==> src/rtl/clock_pkg.sv <==
// -----------------------------------------------------------------------------
// clock_pkg
// Shared definitions for the MM:SS clock: controller state encoding, BCD field
// widths and the two-digit modulo-60 BCD increment used by both the
// time-setting controller and the seconds counter.
// -----------------------------------------------------------------------------
package clock_pkg;

  localparam int BCD_W   = 4;          // one BCD digit
  localparam int FIELD_W = 2 * BCD_W;  // one MM or SS field (tens + ones)

  typedef enum logic [1:0] {
    RUN     = 2'd0,
    SET_MIN = 2'd1,
    SET_SEC = 2'd2
  } clk_state_e;

  // Two-digit BCD increment that wraps 59 -> 00. Any malformed field
  // (digit above 9 or tens above 5) is forced to 00 so that a corrupt value
  // captured from the counter is repaired by the first increment.
  function automatic logic [FIELD_W-1:0] bcd_inc59(input logic [FIELD_W-1:0] i_val);
    logic [BCD_W-1:0]   w_tens;
    logic [BCD_W-1:0]   w_ones;
    logic [FIELD_W-1:0] w_res;
    w_tens = i_val[FIELD_W-1:BCD_W];
    w_ones = i_val[BCD_W-1:0];
    if ((w_tens > 4'd5) || (w_ones > 4'd9)) begin
      w_res = 8'h00;
    end else if (w_ones == 4'd9) begin
      if (w_tens == 4'd5) begin
        w_res = 8'h00;
      end else begin
        w_res = {w_tens + 4'd1, 4'd0};
      end
    end else begin
      w_res = {w_tens, w_ones + 4'd1};
    end
    return w_res;
  endfunction

endpackage

==> src/rtl/key_debounce.sv <==
// -----------------------------------------------------------------------------
// key_debounce
// Synchronises one raw active-low push-button, debounces it and emits a single
// one-cycle pulse each time the accepted level goes from released to pressed.
//
// Ports:
//   clk    in   system clock
//   rst    in   synchronous reset, active-high
//   key_n  in   raw button, active-low, asynchronous to clk
//   press  out  registered one-cycle press pulse
// -----------------------------------------------------------------------------
module key_debounce #(
  parameter int DEB_CYCLES = 500000
) (
  input  logic clk,
  input  logic rst,
  input  logic key_n,
  output logic press
);

  localparam int              CNT_W    = (DEB_CYCLES > 1) ? $clog2(DEB_CYCLES) : 1;
  localparam logic [CNT_W-1:0] CNT_LAST = CNT_W'(DEB_CYCLES - 1);

  logic             r_sync1;
  logic             r_sync2;
  logic             r_level;    // accepted (debounced) level, 1 = released
  logic             r_level_d;  // accepted level one cycle earlier
  logic             r_press;
  logic [CNT_W-1:0] r_cnt;

  // Synchroniser, stability counter and press-edge register.
  always_ff @(posedge clk) begin
    if (rst) begin
      r_sync1   <= 1'b1;
      r_sync2   <= 1'b1;
      r_level   <= 1'b1;
      r_level_d <= 1'b1;
      r_press   <= 1'b0;
      r_cnt     <= '0;
    end else begin
      r_sync1   <= key_n;
      r_sync2   <= r_sync1;
      // The counter only runs while the synchronised level disagrees with
      // the accepted one; any bounce back to the accepted level restarts it.
      if (r_sync2 == r_level) begin
        r_cnt <= '0;
      end else if (r_cnt == CNT_LAST) begin
        r_level <= r_sync2;
        r_cnt   <= '0;
      end else begin
        r_cnt <= r_cnt + CNT_W'(1);
      end
      r_level_d <= r_level;
      // Only the released->pressed transition produces a pulse.
      r_press   <= r_level_d & ~r_level;
    end
  end

  assign press = r_press;

endmodule

==> src/rtl/clock_set_ctrl.sv <==
// -----------------------------------------------------------------------------
// clock_set_ctrl
// Time-setting controller for the MM:SS clock. Debounces the mode and
// increment buttons and walks RUN -> SET_MIN -> SET_SEC -> RUN. While setting,
// the counter is frozen and the edited value is displayed with the field being
// edited blinking; leaving SET_SEC with mode reloads the counter. An idle
// timeout in either set state abandons the edit without reloading.
//
// Ports:
//   clk         in   25 MHz system clock
//   rst         in   synchronous reset, active-high
//   key_mode    in   raw mode button, active-low, asynchronous
//   key_inc     in   raw increment button, active-low, asynchronous
//   cur_num     in   live BCD time {min_tens, min_ones, sec_tens, sec_ones}
//   run_en      out  counter count enable
//   load        out  one-cycle pulse, counter takes load_num
//   load_num    out  BCD value to load
//   disp_num    out  BCD value to the display driver
//   blink_mask  out  1 = blank digit; bit3 = min_tens ... bit0 = sec_ones
// -----------------------------------------------------------------------------
module clock_set_ctrl
  import clock_pkg::*;
#(
  parameter int DEB_CYCLES     = 500000,
  parameter int BLINK_CYCLES   = 6250000,
  parameter int TIMEOUT_CYCLES = 250000000
) (
  input  logic        clk,
  input  logic        rst,
  input  logic        key_mode,
  input  logic        key_inc,
  input  logic [15:0] cur_num,
  output logic        run_en,
  output logic        load,
  output logic [15:0] load_num,
  output logic [15:0] disp_num,
  output logic [3:0]  blink_mask
);

  localparam int              BLK_W    = (BLINK_CYCLES > 1) ? $clog2(BLINK_CYCLES) : 1;
  localparam logic [BLK_W-1:0] BLK_LAST = BLK_W'(BLINK_CYCLES - 1);
  localparam int              TMO_W    = (TIMEOUT_CYCLES > 1) ? $clog2(TIMEOUT_CYCLES) : 1;
  localparam logic [TMO_W-1:0] TMO_LAST = TMO_W'(TIMEOUT_CYCLES - 1);

  logic             w_mode_press;
  logic             w_inc_press;
  logic             w_inc_eff;
  logic             w_timeout;
  logic             w_state_chg;

  clk_state_e       r_state;
  clk_state_e       w_state_nxt;
  logic [15:0]      r_edit;
  logic [15:0]      w_edit_nxt;
  logic             w_load_nxt;
  logic [15:0]      w_load_num_nxt;
  logic [15:0]      w_disp_nxt;
  logic [3:0]       w_mask_nxt;

  logic [BLK_W-1:0] r_blink_cnt;
  logic [BLK_W-1:0] w_blink_cnt_nxt;
  logic             r_blink_phase;
  logic             w_blink_phase_nxt;
  logic [TMO_W-1:0] r_idle_cnt;
  logic [TMO_W-1:0] w_idle_cnt_nxt;

  logic             r_run_en;
  logic             r_load;
  logic [15:0]      r_load_num;
  logic [15:0]      r_disp_num;
  logic [3:0]       r_blink_mask;

  key_debounce #(.DEB_CYCLES(DEB_CYCLES)) u_mode_deb (
    .clk   (clk),
    .rst   (rst),
    .key_n (key_mode),
    .press (w_mode_press)
  );

  key_debounce #(.DEB_CYCLES(DEB_CYCLES)) u_inc_deb (
    .clk   (clk),
    .rst   (rst),
    .key_n (key_inc),
    .press (w_inc_press)
  );

  // Mode has priority: a coincident increment is dropped.
  assign w_inc_eff = w_inc_press & ~w_mode_press;
  assign w_timeout = (r_state != RUN) && (r_idle_cnt == TMO_LAST);

  // Next state, edit value and load request.
  always_comb begin
    w_state_nxt = r_state;
    w_edit_nxt  = r_edit;
    w_load_nxt  = 1'b0;
    case (r_state)
      RUN: begin
        if (w_mode_press) begin
          w_state_nxt = SET_MIN;
          w_edit_nxt  = cur_num;
        end else begin
          w_state_nxt = RUN;
        end
      end
      SET_MIN: begin
        if (w_mode_press) begin
          w_state_nxt = SET_SEC;
        end else if (w_inc_eff) begin
          w_edit_nxt = {bcd_inc59(r_edit[15:8]), r_edit[7:0]};
        end else if (w_timeout) begin
          w_state_nxt = RUN;
        end else begin
          w_state_nxt = SET_MIN;
        end
      end
      SET_SEC: begin
        if (w_mode_press) begin
          w_state_nxt = RUN;
          w_load_nxt  = 1'b1;
        end else if (w_inc_eff) begin
          w_edit_nxt = {r_edit[15:8], bcd_inc59(r_edit[7:0])};
        end else if (w_timeout) begin
          w_state_nxt = RUN;
        end else begin
          w_state_nxt = SET_SEC;
        end
      end
      default: begin
        w_state_nxt = RUN;
      end
    endcase
  end

  assign w_state_chg = (w_state_nxt != r_state);

  // Idle timer and blink phase generator.
  always_comb begin
    w_idle_cnt_nxt    = r_idle_cnt;
    w_blink_cnt_nxt   = r_blink_cnt;
    w_blink_phase_nxt = r_blink_phase;

    if (w_state_chg || w_mode_press || w_inc_press) begin
      w_idle_cnt_nxt = '0;
    end else if (r_state != RUN) begin
      w_idle_cnt_nxt = r_idle_cnt + TMO_W'(1);
    end else begin
      w_idle_cnt_nxt = '0;
    end

    // Entering a state or bumping a value restarts the blink with the digits
    // visible, so the user always sees the new value immediately.
    if (w_state_chg || w_inc_press || (r_state == RUN)) begin
      w_blink_cnt_nxt   = '0;
      w_blink_phase_nxt = 1'b0;
    end else if (r_blink_cnt == BLK_LAST) begin
      w_blink_cnt_nxt   = '0;
      w_blink_phase_nxt = ~r_blink_phase;
    end else begin
      w_blink_cnt_nxt   = r_blink_cnt + BLK_W'(1);
      w_blink_phase_nxt = r_blink_phase;
    end
  end

  // Output values, derived from the next state so they change together.
  always_comb begin
    w_load_num_nxt = r_load_num;
    w_disp_nxt     = w_edit_nxt;
    w_mask_nxt     = 4'b0000;

    if (w_load_nxt) begin
      w_load_num_nxt = r_edit;
    end else begin
      w_load_num_nxt = r_load_num;
    end

    if (w_state_nxt == RUN) begin
      w_disp_nxt = cur_num;
    end else begin
      w_disp_nxt = w_edit_nxt;
    end

    case (w_state_nxt)
      SET_MIN: w_mask_nxt = w_blink_phase_nxt ? 4'b1100 : 4'b0000;
      SET_SEC: w_mask_nxt = w_blink_phase_nxt ? 4'b0011 : 4'b0000;
      default: w_mask_nxt = 4'b0000;
    endcase
  end

  // State, counters and registered outputs.
  always_ff @(posedge clk) begin
    if (rst) begin
      r_state       <= RUN;
      r_edit        <= 16'h0000;
      r_blink_cnt   <= '0;
      r_blink_phase <= 1'b0;
      r_idle_cnt    <= '0;
      r_run_en      <= 1'b1;
      r_load        <= 1'b0;
      r_load_num    <= 16'h0000;
      r_disp_num    <= 16'h0000;
      r_blink_mask  <= 4'b0000;
    end else begin
      r_state       <= w_state_nxt;
      r_edit        <= w_edit_nxt;
      r_blink_cnt   <= w_blink_cnt_nxt;
      r_blink_phase <= w_blink_phase_nxt;
      r_idle_cnt    <= w_idle_cnt_nxt;
      r_run_en      <= (w_state_nxt == RUN);
      r_load        <= w_load_nxt;
      r_load_num    <= w_load_num_nxt;
      r_disp_num    <= w_disp_nxt;
      r_blink_mask  <= w_mask_nxt;
    end
  end

  assign run_en     = r_run_en;
  assign load       = r_load;
  assign load_num   = r_load_num;
  assign disp_num   = r_disp_num;
  assign blink_mask = r_blink_mask;

endmodule

==> config.mk <==
export PLATFORM = sky130hd
export DESIGN_NAME = clock_set_ctrl
export DESIGN_NICKNAME = d
export VERILOG_FILES = /design/src/rtl/clock_pkg.sv /design/src/rtl/key_debounce.sv /design/src/rtl/clock_set_ctrl.sv
export SDC_FILE = /design/constraint.sdc
export NUM_CORES = 1
export LEC_CHECK = 0
export CAP_MARGIN = 0
export CORE_MARGIN = 1.5
export CORE_UTILIZATION = 50
export DETAILED_ROUTE_END_ITERATION = 10
export DONT_BUFFER_PORTS = 1
export SYNTH_ARGS = -nofsm -noshare
export SYNTH_HDL_FRONTEND = slang
export SYNTH_SLANG_ARGS = --single-unit
==> constraint.sdc <==
create_clock -name clk -period 4.95 [get_ports clk]
set_clock_uncertainty 0.2 [all_clocks]
set_input_delay 0.7425 -clock clk [delete_from_list [all_inputs] [get_ports clk]]
set_output_delay 0.7425 -clock clk [all_outputs]
set_load 0.01 [all_outputs]
==> run_1/class_map.png <==
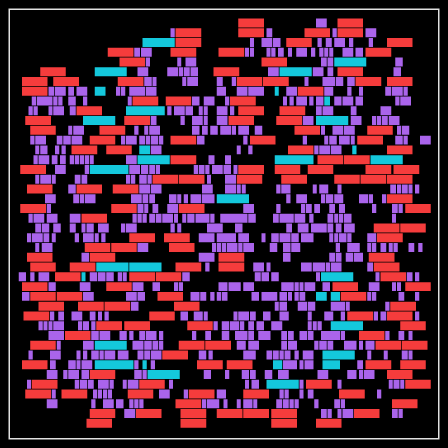
- purple: remaining logic cells (cells 597)
- cyan: clock drivers and dummy loads (cells 32)
- red: registers (cells 154)
sequential fraction of total cell area: 0.4166
post-route cell area: 7401 um2
fraction of the core area covered by cells at the end of the flow: 0.5611
number of standard-cell rows in the floorplan: 42
area of the placeable core: 13190 um2

==> run_1/floorplan.png <==
Bar = 20 um. Pins as bars on the die edge.
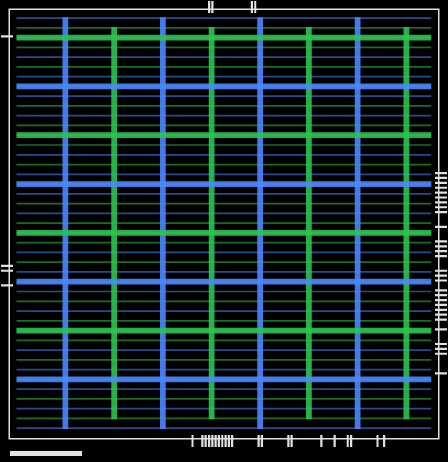
- blue: VSS
- green: VDD
- met5 straps: 8
- met4 straps: 8
- rows: 42
maximum resistive drop on vdd: 215.1 uV
die height: 119.2 um

==> run_1/util_map.png <==
Bar = 20 um. 12 x 12 tiles, from black (low) to pale yellow (high), 0 to 100% covered.
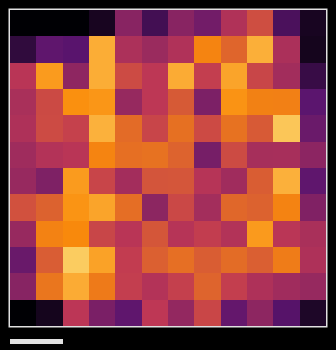
- mean over tiles: 51%
- emptiest ninth of the die: north-west
- nearly empty tiles: 2.8%
floorplan-stage core utilization: 0.5119

==> results_tabular.tex, run 1 <==
% Yosys + OpenROAD metrics
\begin{tabular}{lr}
\hline
Metric & Value \\
\hline
\multicolumn{2}{l}{\textbf{Cells and area}} \\
Share of cells above drive strength 1 & 0.06258 \\
\multicolumn{2}{l}{\textbf{Final timing}} \\
Slew Viols, Final & 0 \\
Fin Hold WS & 0.2079 ns \\
Achievable frequency & 0.2888 GHz \\
\multicolumn{2}{l}{\textbf{Routing}} \\
Met3 Routed Length & 588 um \\
Vias per Instance & 5.347 \\
Detailed-routed wire length on met2 & 6130 um \\
\multicolumn{2}{l}{\textbf{Worst hold path}} \\
Worst hold path depth & 2 \\
Endpoint of the worst hold-timing path & u\_mode\_deb.press \\
HP Class & reg -> reg \\
\multicolumn{2}{l}{\textbf{GRT}} \\
Vias in the first global route & between 4000 and 5000 \\
Pin count of the biggest net entering global routing & 64 \\
GRT Total Usage & 0.1971 \\
\multicolumn{2}{l}{\textbf{Clock network}} \\
CTS tree & done \\
Number of buffers between clock root and the deepest sink & 2 \\
Clock slew seen by the registers of the worst setup and hold paths & $\sim$0.06 ns \\
Number of clock sinks & 154 \\
Clock insertion delay at the later pin of the skew report & 0.42 ns \\
\multicolumn{2}{l}{\textbf{Synthesis}} \\
Top cell types by occurrence after synthesis & dfxtp\_1, nor2\_1, nand2\_1 \\
Top-count cell post-synth & dfxtp\_1 \\
Summed standard-cell area reported by yosys & approximately 6800 um2 \\
Synth Seq Share & 0.4566 \\
Net Count, Synth & 818 \\
Number of enable flip-flop cells & 0 \\
\multicolumn{2}{l}{\textbf{Power and ir drop}} \\
Power Dens Cells & roughly 360 nW/um2 \\
Total chip power & between 2000 and 3000 uW \\
Clock Power Share & 0.514 \\
\multicolumn{2}{l}{\textbf{Floorplan}} \\
Horizontal extent of the die & 119.2 um \\
\multicolumn{2}{l}{\textbf{Flow run}} \\
Count of max-cap constraint violations & 0 \\
\multicolumn{2}{l}{\textbf{Setup path}} \\
Crit Path Category & reg -> reg \\
Critical path origin & r\_state[1] \\
\multicolumn{2}{l}{\textbf{Run status}} \\
Result of the run & finished clean \\
\multicolumn{2}{l}{\textbf{Placement}} \\
Gpl congestion & $\sim$0.82 \\
\hline
\end{tabular}
## run 1: power by group through the flow
| stage | Clock, uW | Combinational (uW) | Sequential, uW |
|---|---|---|---|
| after floorplan | 0 | 22.7 | 1280 |
| after global placement | 0 | 18.5 | 1290 |
| after detailed placement | 0 | 19.2 | 1290 |
| after CTS | 1380 | 19.3 | 1260 |
| after global routing | 1430 | 22.2 | 1260 |
| final | 1350 | 19.0 | 1260 |
## run 1: worst max-delay path, cell delays in order (launching register included)
cell and delay, ns:
dfxtp_1 0.74, nor2_1 0.13, or4_4 0.55, nor4_4 0.34, o31a_1 0.24, ha_1 0.33, inv_1 0.40, mux2_2 0.40
nor2_1 0.07
## run 1: cell type report
class,instances,area [um2]
inverter,26,97.59
clock buffer,22,454.2
fill,1225,5789
clock inverter,10,166.4
multi-input combinational,571,3379
sequential,154,3083
tap,176,220.2
## run 1: sequential cells by signal, indices dropped and copies added (netlist names), 2 cells and up
name / count
blink_mask: 2
disp_num: 16
load_num: 16
r_blink_cnt: 23
r_edit: 16
r_idle_cnt: 28
r_state: 2
u_inc_deb.r_cnt: 19
u_mode_deb.r_cnt: 19
## run 1: logic make-up after synthesis
family                     Yosys count  share of synthesized area
muxes                                4                   0.006116
AOI/OAI and AO/OA                   96                    0.09915
buffers and inverters               66                    0.04355
DFF                                154                     0.4566
xor gates and xnor gates            84                     0.1090
adders and majority gates            7                    0.01297
and+or+nand+nor                    380                     0.2726
## run 1: per-stage QoR
stage,worst slack (ns),util
2_1_floorplan,2.176,-
3_3_place_gp,1.555,0.5140
3_5_place_dp,1.511,0.5140
4_1_cts,1.483,0.5611
5_1_grt,1.242,0.5611
6_report,1.487,0.5611
==> run 2: changes to the inputs <==
--- a/config.mk
+++ b/config.mk
@@ -10,6 +10,7 @@
 export CORE_UTILIZATION = 50
 export DETAILED_ROUTE_END_ITERATION = 10
 export DONT_BUFFER_PORTS = 1
+export PLACE_DENSITY = 0.68
 export SYNTH_ARGS = -nofsm -noshare
 export SYNTH_HDL_FRONTEND = slang
 export SYNTH_SLANG_ARGS = --single-unit
==> constraint.sdc (replaced) <==
create_clock -name clk -period 2.9 [get_ports clk]
set_clock_uncertainty 0.2 [all_clocks]
set_input_delay 0.435 -clock clk [delete_from_list [all_inputs] [get_ports clk]]
set_output_delay 0.435 -clock clk [all_outputs]
set_load 0.01 [all_outputs]
==> run_2/floorplan.png <==
Bar = 20 um. Pins as bars on the die edge.
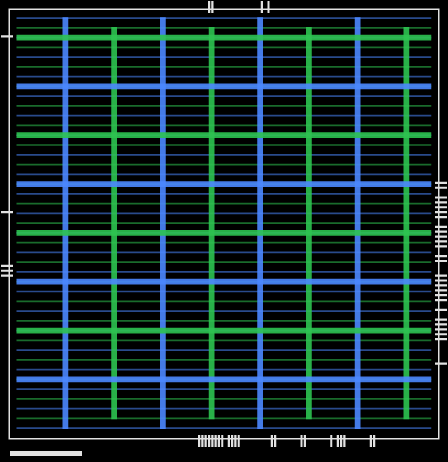
- green: VDD
- blue: VSS
- rows: 42
- met1 rails: 43
- met5 straps: 8
- met4 straps: 8
- signal pins: 58
horizontal extent of the die: 119.2 um
maximum resistive drop on vdd: 401.6 uV

==> run_2/congestion_map.png <==
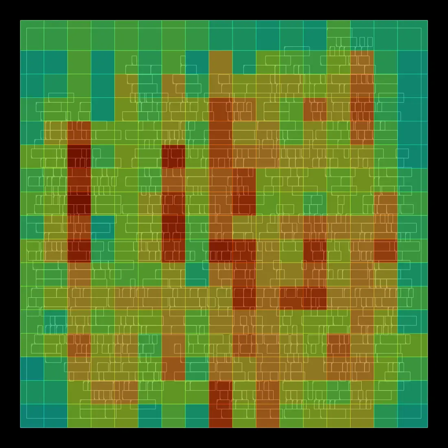
met2 usage: 0.3486
fraction of the core area covered by cells at the end of the flow: 0.5765
wire length per cell after detailed routing: 13.98 um
busiest metal layer after global routing: met2

==> run_2/util_map.png <==
Bar = 20 um. 12 x 12 tiles, from black (low) to pale yellow (high), 0 to 100% covered.
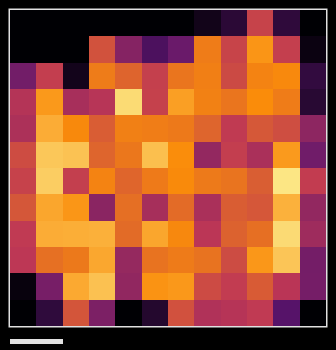
- mean over tiles: 52%
- emptiest ninth of the die: north-west
- nearly empty tiles: 9.7%
- tiles over 75% full: 19%
- fullest tile: 95%

==> run 2 against run 1 <==
Area after synthesis did not move. Sequential cell count did not move. Utilization rose by 1.5 points. Highest routed layer unchanged. Count of clock-buffer cells in the layout fell by 2. Critical path depth did not move. Worst hold slack got worse by 0.20 ns. Register-to-register slack got worse by 1.2 ns.
==> results_tabular.tex, run 2 <==
% Yosys + OpenROAD metrics
\begin{tabular}{lr}
\hline
Metric & Value \\
\hline
\multicolumn{2}{l}{\textbf{Run status}} \\
Result of the run & finished clean \\
\multicolumn{2}{l}{\textbf{Routing}} \\
Detailed-routed wire length on met2 & around 6800 um \\
Met3 Routed Length & 499 um \\
\multicolumn{2}{l}{\textbf{Clock network}} \\
CTS tree & done \\
Clock slew seen by the registers of the worst setup and hold paths & 0.06 ns \\
\multicolumn{2}{l}{\textbf{Floorplan}} \\
Number of standard-cell rows in the floorplan & 42 \\
Area of the placeable core & 13190 um2 \\
Floorplan-stage core utilization & 0.5119 \\
\multicolumn{2}{l}{\textbf{Setup path}} \\
Crit Path Category & reg -> reg \\
Worst path top cell family by delay & simple AND/OR/NAND/NOR gates \\
Delay of the slowest critical-path stage & between 0.5 and 0.6 ns \\
Worst Path Buf+Inv & 2 \\
Critical-path cell list & nand2\_1, or4\_4, nor4\_4, o31a\_1, ha\_1, inv\_2, buf\_4, a311oi\_1 \\
Highest-delay cell along the critical path & or4\_4 \\
\multicolumn{2}{l}{\textbf{Synthesis}} \\
Net Count, Synth & 818 \\
Top-count cell post-synth & dfxtp\_1 \\
Synth Seq Share & 0.4566 \\
Summed standard-cell area reported by yosys & a little under 7000 um2 \\
Number of enable flip-flop cells & 0 \\
\multicolumn{2}{l}{\textbf{Power and ir drop}} \\
Total sequential power & 2150 uW \\
P\_clk & 2120 uW \\
Clock Power Share & 0.490 \\
Dominant power group & sequential cells \\
Power Dens Cells & 570.2 nW/um2 \\
\multicolumn{2}{l}{\textbf{Cells and area}} \\
Largest register FFs & 28 \\
Largest reg by FF count & r\_idle\_cnt \\
Largest regs & r\_idle\_cnt x28, r\_blink\_cnt x23 \\
Area taken by flip-flops and latches & around 3000 um2 \\
Tally of filler cells in the layout & approximately 1200 \\
Share of cells above drive strength 1 & 0.08138 \\
Area of the multi-input gates & 3376 um2 \\
\multicolumn{2}{l}{\textbf{Placement}} \\
Gpl congestion & between 0.8 and 0.9 \\
Worst-case setup slack after placement & 0.1306 ns \\
\multicolumn{2}{l}{\textbf{Final timing}} \\
Achievable frequency & 0.3760 GHz \\
Worst Setup Slack, final & 0.2404 ns \\
\multicolumn{2}{l}{\textbf{GRT}} \\
Vias in the first global route & 5125 \\
Pin count of the biggest net entering global routing & 61 \\
\multicolumn{2}{l}{\textbf{Worst hold path}} \\
HP Class & in -> reg \\
\hline
\end{tabular}
[run 2: cell count changes in the layout (fill, tap and decap cells not counted), moves of 2 or more]
cell and change:
buf_4 +13, bufinv_16 -2, clkbuf_1 -2, clkinv_2 +5
dlygate4sd3_1 +14
[run 2: cells by family (layout without fill, tap and decap cells)]
logic type | count (synthesis) | count (layout) | share of synthesized area
mux | 4 | 4 | 0.006116
fa+ha+maj | 7 | 7 | 0.01297
buf+inv | 66 | 86 | 0.04355
simple gates | 380 | 380 | 0.2726
xor+xnor | 84 | 84 | 0.1090
compound gates | 96 | 96 | 0.09915
flops | 154 | 154 | 0.4566
[run 2: path summary, 6_finish.rpt]
path | startpoint | to | slack [ns] | cells past startpoint
setup / recovery | r_idle_cnt[17] | disp_num[5] | 0.24 | 8
hold reg to reg | u_mode_deb.r_sync1 | u_mode_deb.r_sync2 | 0.21 | 1
setup reg to reg | r_idle_cnt[17] | disp_num[5] | 0.24 | 8
hold / removal | cur_num[3] | r_edit[3] | 0.01 | 2
[run 2: cell type report]
cell class | count | share of cell area
Clock buffer | 20 | 0.05875
Multi-Input combinational cell | 571 | 0.4440
Clock inverter | 12 | 0.01613
Sequential cell | 154 | 0.4055
Timing Repair Buffer | 28 | 0.03390
Tap cell | 176 | 0.02896
Inverter | 26 | 0.01284
[run 2: through the flow]
step           power (uW)  instances  hold slack [ns]  cell area [um2]
5_1_grt              4466        987          0.01573             7604
3_3_place_gp         2227        938           0.1927             6858
6_report             4336        987          0.01202             7604
3_5_place_dp         2229        938           0.1949             6858
4_1_cts              4373        985        0.0007568             7587
2_1_floorplan        2231        791           0.1895             6751
[run 2: repair_timing]
action	CTS	global route
gates resized	0	2
setup endpoints to repair	0	8
setup buffers	0	2
hold buffers	15	0
hold endpoints to repair	62	0
Power figures rest on the tool's default switching activity, not on a simulated workload.
